==> src/rtl/luma_frame_stats.sv <==
// luma_frame_stats
// Passes a YUV pixel stream through with one register stage and gathers
// per-frame luma statistics (min, max, sum, pixel count). At frame end the
// accumulators are snapshotted and a serial restoring divider computes the
// mean luma, one quotient bit per cycle, MSB first.
//
// Ports:
//   pixclk, reset              clock, synchronous active-high reset
//   enable                     gate for statistics events (not passthrough)
//   dvi/dtypei/y/u/v/meta_datai -> dvo/dtypeo/yo/uo/vo/meta_datao (1 cycle)
//   y_min/y_max/y_sum/pix_count/y_mean   last completed frame results
//   stats_valid                one-cycle pulse when results update
//   stats_busy                 divider running
//   frame_overrun              one-cycle pulse when a frame end is dropped
//
// Divider FSM
//   state  | meaning
//   S_IDLE | waiting for a frame end
//   S_DIV  | shifting quotient bits; at terminal count load results

`ifndef DTYPE_WIDTH
`define DTYPE_WIDTH 4
`endif
`ifndef DTYPE_PIXEL
`define DTYPE_PIXEL 4'd0
`endif
`ifndef DTYPE_FRAME_START
`define DTYPE_FRAME_START 4'd1
`endif
`ifndef DTYPE_FRAME_END
`define DTYPE_FRAME_END 4'd2
`endif

module luma_frame_stats #(
    parameter int PIXEL_WIDTH = 8,
    parameter int COUNT_WIDTH = 24
) (
    input  logic                               pixclk,
    input  logic                               reset,
    input  logic                               enable,
    input  logic                               dvi,
    input  logic [`DTYPE_WIDTH-1:0]            dtypei,
    input  logic [PIXEL_WIDTH-1:0]             y,
    input  logic [PIXEL_WIDTH-1:0]             u,
    input  logic [PIXEL_WIDTH-1:0]             v,
    input  logic [15:0]                        meta_datai,
    output logic                               dvo,
    output logic [`DTYPE_WIDTH-1:0]            dtypeo,
    output logic [PIXEL_WIDTH-1:0]             yo,
    output logic [PIXEL_WIDTH-1:0]             uo,
    output logic [PIXEL_WIDTH-1:0]             vo,
    output logic [15:0]                        meta_datao,
    output logic [PIXEL_WIDTH-1:0]             y_min,
    output logic [PIXEL_WIDTH-1:0]             y_max,
    output logic [PIXEL_WIDTH+COUNT_WIDTH-1:0] y_sum,
    output logic [COUNT_WIDTH-1:0]             pix_count,
    output logic [PIXEL_WIDTH-1:0]             y_mean,
    output logic                               stats_valid,
    output logic                               stats_busy,
    output logic                               frame_overrun
);
    localparam int SUM_WIDTH = PIXEL_WIDTH + COUNT_WIDTH;
    localparam int BIT_W     = $clog2(SUM_WIDTH + 1);

    typedef enum logic {S_IDLE, S_DIV} state_t;

    state_t                   state_q, state_d;
    logic                     dvo_q, dvo_d;
    logic [`DTYPE_WIDTH-1:0]  dtypeo_q, dtypeo_d;
    logic [PIXEL_WIDTH-1:0]   yo_q, yo_d, uo_q, uo_d, vo_q, vo_d;
    logic [15:0]              meta_q, meta_d;

    logic [PIXEL_WIDTH-1:0]   acc_min_q, acc_min_d, acc_max_q, acc_max_d;
    logic [SUM_WIDTH-1:0]     acc_sum_q, acc_sum_d;
    logic [COUNT_WIDTH-1:0]   acc_cnt_q, acc_cnt_d;

    logic [PIXEL_WIDTH-1:0]   snap_min_q, snap_min_d, snap_max_q, snap_max_d;
    logic [SUM_WIDTH-1:0]     snap_sum_q, snap_sum_d;
    logic [COUNT_WIDTH-1:0]   snap_cnt_q, snap_cnt_d;
    logic [SUM_WIDTH-1:0]     quo_q, quo_d;
    logic [COUNT_WIDTH-1:0]   rem_q, rem_d;
    logic [BIT_W-1:0]         bit_cnt_q, bit_cnt_d;

    logic [PIXEL_WIDTH-1:0]   y_min_q, y_min_d, y_max_q, y_max_d, y_mean_q, y_mean_d;
    logic [SUM_WIDTH-1:0]     y_sum_q, y_sum_d;
    logic [COUNT_WIDTH-1:0]   pix_count_q, pix_count_d;
    logic                     stats_valid_q, stats_valid_d;
    logic                     overrun_q, overrun_d;

    logic                     ev_pix, ev_start, ev_end;
    logic [COUNT_WIDTH:0]     rem_shift, rem_diff;

    assign ev_pix   = dvi && enable && (dtypei == `DTYPE_PIXEL);
    assign ev_start = dvi && enable && (dtypei == `DTYPE_FRAME_START);
    assign ev_end   = dvi && enable && (dtypei == `DTYPE_FRAME_END);

    // Restoring step: the sign bit of the trial subtraction is the borrow.
    // The partial remainder is always below the divisor, so the shifted
    // value stays below 2*divisor and the sign bit is reliable.
    assign rem_shift = {rem_q, quo_q[SUM_WIDTH-1]};
    assign rem_diff  = rem_shift - {1'b0, snap_cnt_q};

    always_comb begin
        state_d       = state_q;
        dvo_d         = dvi;
        dtypeo_d      = dtypei;
        yo_d          = y;
        uo_d          = u;
        vo_d          = v;
        meta_d        = meta_datai;
        acc_min_d     = acc_min_q;
        acc_max_d     = acc_max_q;
        acc_sum_d     = acc_sum_q;
        acc_cnt_d     = acc_cnt_q;
        snap_min_d    = snap_min_q;
        snap_max_d    = snap_max_q;
        snap_sum_d    = snap_sum_q;
        snap_cnt_d    = snap_cnt_q;
        quo_d         = quo_q;
        rem_d         = rem_q;
        bit_cnt_d     = bit_cnt_q;
        y_min_d       = y_min_q;
        y_max_d       = y_max_q;
        y_sum_d       = y_sum_q;
        pix_count_d   = pix_count_q;
        y_mean_d      = y_mean_q;
        stats_valid_d = 1'b0;
        overrun_d     = 1'b0;

        if (ev_start) begin
            acc_min_d = '1;
            acc_max_d = '0;
            acc_sum_d = '0;
            acc_cnt_d = '0;
        end else if (ev_pix) begin
            if (y < acc_min_q) acc_min_d = y;
            if (y > acc_max_q) acc_max_d = y;
            // Saturated count freezes the sum too, so sum/count stays a sane mean.
            if (acc_cnt_q != '1) begin
                acc_sum_d = acc_sum_q + {{COUNT_WIDTH{1'b0}}, y};
                acc_cnt_d = acc_cnt_q + COUNT_WIDTH'(1);
            end
        end

        case (state_q)
            S_IDLE: begin
                if (ev_end) begin
                    snap_min_d = acc_min_q;
                    snap_max_d = acc_max_q;
                    snap_sum_d = acc_sum_q;
                    snap_cnt_d = acc_cnt_q;
                    quo_d      = acc_sum_q;
                    rem_d      = '0;
                    // Empty frame: terminal count immediately, results forced to 0.
                    bit_cnt_d  = (acc_cnt_q == '0) ? '0 : BIT_W'(SUM_WIDTH);
                    state_d    = S_DIV;
                end
            end
            S_DIV: begin
                if (ev_end) overrun_d = 1'b1;
                if (bit_cnt_q != '0) begin
                    rem_d     = rem_diff[COUNT_WIDTH] ? rem_shift[COUNT_WIDTH-1:0]
                                                      : rem_diff[COUNT_WIDTH-1:0];
                    quo_d     = {quo_q[SUM_WIDTH-2:0], ~rem_diff[COUNT_WIDTH]};
                    bit_cnt_d = bit_cnt_q - BIT_W'(1);
                end else begin
                    if (snap_cnt_q == '0) begin
                        y_min_d     = '0;
                        y_max_d     = '0;
                        y_sum_d     = '0;
                        pix_count_d = '0;
                        y_mean_d    = '0;
                    end else begin
                        y_min_d     = snap_min_q;
                        y_max_d     = snap_max_q;
                        y_sum_d     = snap_sum_q;
                        pix_count_d = snap_cnt_q;
                        y_mean_d    = quo_q[PIXEL_WIDTH-1:0];
                    end
                    stats_valid_d = 1'b1;
                    state_d       = S_IDLE;
                end
            end
            default: state_d = S_IDLE;
        endcase
    end

    always_ff @(posedge pixclk) begin
        if (reset) begin
            state_q       <= S_IDLE;
            dvo_q         <= 1'b0;
            dtypeo_q      <= '0;
            yo_q          <= '0;
            uo_q          <= '0;
            vo_q          <= '0;
            meta_q        <= '0;
            acc_min_q     <= '0;
            acc_max_q     <= '0;
            acc_sum_q     <= '0;
            acc_cnt_q     <= '0;
            snap_min_q    <= '0;
            snap_max_q    <= '0;
            snap_sum_q    <= '0;
            snap_cnt_q    <= '0;
            quo_q         <= '0;
            rem_q         <= '0;
            bit_cnt_q     <= '0;
            y_min_q       <= '0;
            y_max_q       <= '0;
            y_sum_q       <= '0;
            pix_count_q   <= '0;
            y_mean_q      <= '0;
            stats_valid_q <= 1'b0;
            overrun_q     <= 1'b0;
        end else begin
            state_q       <= state_d;
            dvo_q         <= dvo_d;
            dtypeo_q      <= dtypeo_d;
            yo_q          <= yo_d;
            uo_q          <= uo_d;
            vo_q          <= vo_d;
            meta_q        <= meta_d;
            acc_min_q     <= acc_min_d;
            acc_max_q     <= acc_max_d;
            acc_sum_q     <= acc_sum_d;
            acc_cnt_q     <= acc_cnt_d;
            snap_min_q    <= snap_min_d;
            snap_max_q    <= snap_max_d;
            snap_sum_q    <= snap_sum_d;
            snap_cnt_q    <= snap_cnt_d;
            quo_q         <= quo_d;
            rem_q         <= rem_d;
            bit_cnt_q     <= bit_cnt_d;
            y_min_q       <= y_min_d;
            y_max_q       <= y_max_d;
            y_sum_q       <= y_sum_d;
            pix_count_q   <= pix_count_d;
            y_mean_q      <= y_mean_d;
            stats_valid_q <= stats_valid_d;
            overrun_q     <= overrun_d;
        end
    end

    assign dvo           = dvo_q;
    assign dtypeo        = dtypeo_q;
    assign yo            = yo_q;
    assign uo            = uo_q;
    assign vo            = vo_q;
    assign meta_datao    = meta_q;
    assign y_min         = y_min_q;
    assign y_max         = y_max_q;
    assign y_sum         = y_sum_q;
    assign pix_count     = pix_count_q;
    assign y_mean        = y_mean_q;
    assign stats_valid   = stats_valid_q;
    assign stats_busy    = (state_q == S_DIV);
    assign frame_overrun = overrun_q;

endmodule
==> config.mk <==
export PLATFORM = sky130hd
export DESIGN_NAME = luma_frame_stats
export DESIGN_NICKNAME = d
export VERILOG_FILES = /design/src/rtl/luma_frame_stats.sv
export SDC_FILE = /design/constraint.sdc
export NUM_CORES = 1
export LEC_CHECK = 0
export CAP_MARGIN = 0
export CORE_MARGIN = 2
export CORE_UTILIZATION = 50
export CTS_BUF_LIST = sky130_fd_sc_hd__clkbuf_4
export CTS_CLUSTER_SIZE = 24
export DETAILED_ROUTE_END_ITERATION = 8
export GPL_TIMING_DRIVEN = 0
export HOLD_SLACK_MARGIN = 0.15
export PLACE_DENSITY = 0.73
export SLEW_MARGIN = 20
export SYNTH_ARGS = -nofsm -noshare
export SYNTH_HDL_FRONTEND = slang
export SYNTH_SLANG_ARGS = --single-unit
==> constraint.sdc <==
create_clock -name pixclk -period 3.9 [get_ports pixclk]
set_input_delay 0.78 -clock pixclk [delete_from_list [all_inputs] [get_ports pixclk]]
set_output_delay 0.78 -clock pixclk [all_outputs]
set_load 0.005 [all_outputs]
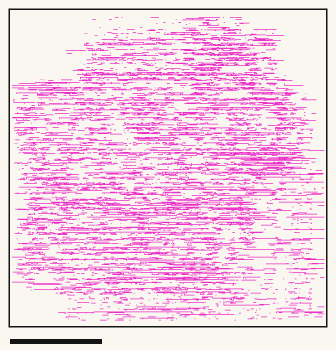
Figure 1: the metal 1 layer.
The bar under the picture is 50 um long.
longest straight run = 43.2 um
share of all routed wire = 42%
nets with wire on the layer = 1855
wire length on this layer = 15800 um
main direction = horizontal

==> reports/metrics.yaml <==
cts:
  numCtsBuffers: 87
  cts.sinks: 334
  postCtsHoldBufs: 0
  ctsResizeCount: 0
  insertion_delay_ns: 0.72
  cts_tree: "done"
  root_buffer: "clkbuf_4"
  post_cts_buffers: 0
  cts.htree.levels: 3
  clk_pin_slew_ns: 0.07
  cts_buffer_depth: 3
worst_setup_path:
  reg2reg_depth: 13
  crit_fanout: 10
  crit_chain: "inv_1, ha_1, inv_1, fa_1, a211oi_1, o21ai_0, nand2_1, o2111ai_1, o211ai_1, xnor2_1, buf_2, nand2_1, o21ai_0"
  cp-startpoint: "quo_q[31]"
  criticalPathCategory: "flip-flop to flip-flop"
  r2r-start: "quo_q[31]"
  crit_slowest_cell: "xnor2_1"
  reg2reg_slack_ns: 0.47
  arrival_ns: 4.01
  cp-end-kind: "flip-flop"
  cp_slowest_stage_delay_ns: 0.48
  reg2reg_to: "rem_q[23]"
  crit_required_ns: 4.47
  crit_end: "rem_q[23]"
  start_kind: "flip-flop"
floorplan:
  coreArea_um2: 27900
  pin_count: 176
  die_x_um: 172
  die_area_um2: 29700
  fp_util_pct: 50.8
  dieHeight_um: 172
  num_rows: 61
global_route:
  grt_max_degree: 14
  grt_pass1_wl_um: 59400
  antenna_found_initial: 1
  grt_pass1_vias: 12200
  grt-ovfl-total: 0
  track_usage_pct: 25.2
logic_synthesis:
  synth_flops: 334
  largest_area_cell: "dfxtp_1"
  synth_area_um2: 14100
  synthTopCellsByCount: "dfxtp_1 (334), nand2_1 (226), nor2_1 (201)"
  fp_nets: 1721
  synthAdderAreaFrac_pct: 4.79
  area_leaders: "dfxtp_1 (47%), nand2_1 (6.0%), nor2_1 (5.3%), mux2i_1 (4.8%), ha_1 (4.5%)"
  ys_sh_xor_pct: 3.78
  avgSynthCellArea_um2: 8.73
  synthTopLogicFamily: "simple AND/OR/NAND/NOR gates"
  synthSimpleGateAreaFrac_pct: 18.6
  synth.most_common_cell: "dfxtp_1"
  ys_sh_mux_pct: 4.81
  synthCells: 1620
  synth.distinct_cells: 60
  yosysChipArea_um2: 14100
  async_flop_share_pct: 0
  yosys.area_share.aoi_pct: 16.6
  synthFlopType: "dfxtp_1"
  yosys_warnings: 0
  ys_seq_share_pct: 47.3
  edf_count: 0
  ys_cells: 1620
  top_cell_area_share_pct: 47.3
sta:
  period_used_pct: 88.0
  setup_viol: 0
  hold_violations: 0
  skew_ns: 0.0631
  finalSetupTns_ns: 0
  fmax_mhz: 291
  holdWs_ns: 0.440
  tightest_slew_ns: 0.973
  finalCriticalPeriod_ns: 3.43
  worst_slack_ns: 0.467
  maxSlewHeadroom_pct: 35.0
  drv_slew: 0
  rsz0062_at_grt: "no"
power:
  p_leak_nw: 6.22
  vdd_drop_max_mv: 0.232
  power.density_cell_area_nw_per_um2: 386
  total_power_mw: 6.76
run:
  tool_warnings: 28
  maxCapViolCount: 0
route:
  wl_per_cell_um: 16.0
  drc: 0
  dr.pass1.iters: 5
  viasPerCell: 5.33
  wl_um: 37200
  drtIter0Drc: 723
  ant_nets: 0
  num_vias: 12400
placement:
  placed_cells: 2174
  portBuffers: 175
  placed_area_um2: 16400
  dp_worst_setup_slack_ns: 0.0955
  dpl.hpwl_um: 27400
  gp_congestion: 0.865
hold_path:
  hold_start: "acc_cnt_q[6]"
  hold_end: "snap_cnt_q[6]"
  holdPathStages: 2
  hold_path.class: "flip-flop to flip-flop"
finish:
  finalNonFillerCells: 2322
  drive_above_1_share_pct: 7.87
  final_area_um2: 17500
  final_util_pct: 62.8
  fin_nets: 1986
  area_growth_pct: 23.6
status:
  status: "finished clean"
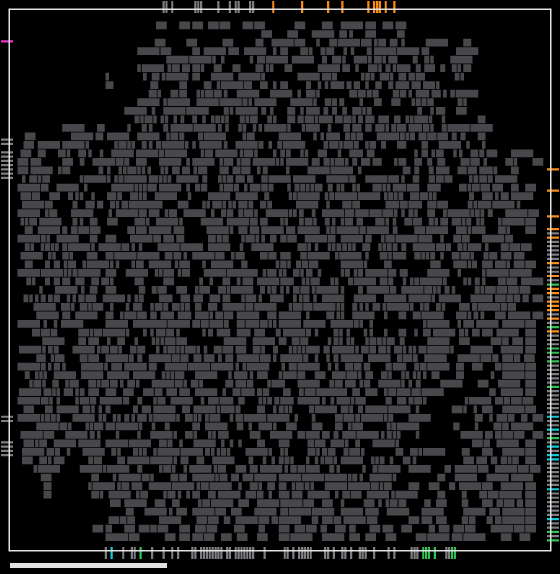
Figure 2: I/O pins on the die edge.
The bar under the picture is 50 um long. Pins as bars across the die edge, other pins in grey.
magenta -> `pixclk`  # pins 1, direction input, edge left
green -> `meta_datai`  # pins 16, direction input, edge 9 right, 7 bottom
orange -> `pix_count`  # pins 24, direction output, edge 14 right, 10 top
cyan -> `u`  # pins 8, direction input, edge 7 right, 1 bottom

-- flip-flops by register name (all words and copies together), names as in the netlist, 24 cells and up --
| name | count |
|---|---|
| acc_cnt_q | 24 |
| acc_sum_q | 32 |
| pix_count | 24 |
| quo_q | 32 |
| rem_q | 24 |
| snap_cnt_q | 24 |
| snap_sum_q | 32 |
| y_sum | 32 |
-- layout make-up --
cell class / count / area [um2]
clock inverter: 20 / 145
clock buffer: 127 / 953
antenna: 1 / 2.50
inverter: 59 / 221
multi-input combinational: 1133 / 6890
tap: 378 / 473
timing repair buffer: 176 / 1760
fill: 2424 / 10400
sequential: 334 / 6690
buffer: 94 / 358
-- cells in the final DEF (no fill, tap or decap), types with 51 or more instances in the layout --
cell type          n
nor2b_1           53
a21oi_1          127
clkdlybuf4s50_1  175
dfxtp_1          334
inv_1             59
a22oi_1           73
nor2_1           201
ha_1              51
mux2i_1           68
clkbuf_1          87
clkbuf_4         127
o21ai_0           53
nand2_1          226
-- layer usage --
| layer | track usage, % | vias to the layer above | share of wire [%] |
|---|---|---|---|
| li1 | - | 6148 | - |
| met1 | 29.6 | 5755 | 42 |
| met2 | 43.7 | 374 | 48 |
| met3 | 5.93 | 95 | 6.7 |
| met4 | 11.4 | 0 | 3.4 |
| met5 | 0 | - | 0 |
-- power by group --
part,switching (mW),internal (mW)
registers,0.0129,3.44
clock network,1.41,1.62
logic,0.143,0.129
total,1.57,5.19
-- critical path, delay by kind of cell (launching register included) --
| kind | cells | cell delay [ns] |
|---|---|---|
| buffers and inverters | 3 | 0.56 |
| AOI/OAI and AO/OA | 5 | 1.06 |
| DFF | 1 | 0.42 |
| xor gates and xnor gates | 1 | 0.48 |
| and+or+nand+nor | 2 | 0.35 |
| adders and majority gates | 2 | 0.43 |
Power is estimated from default activity; no workload was simulated.
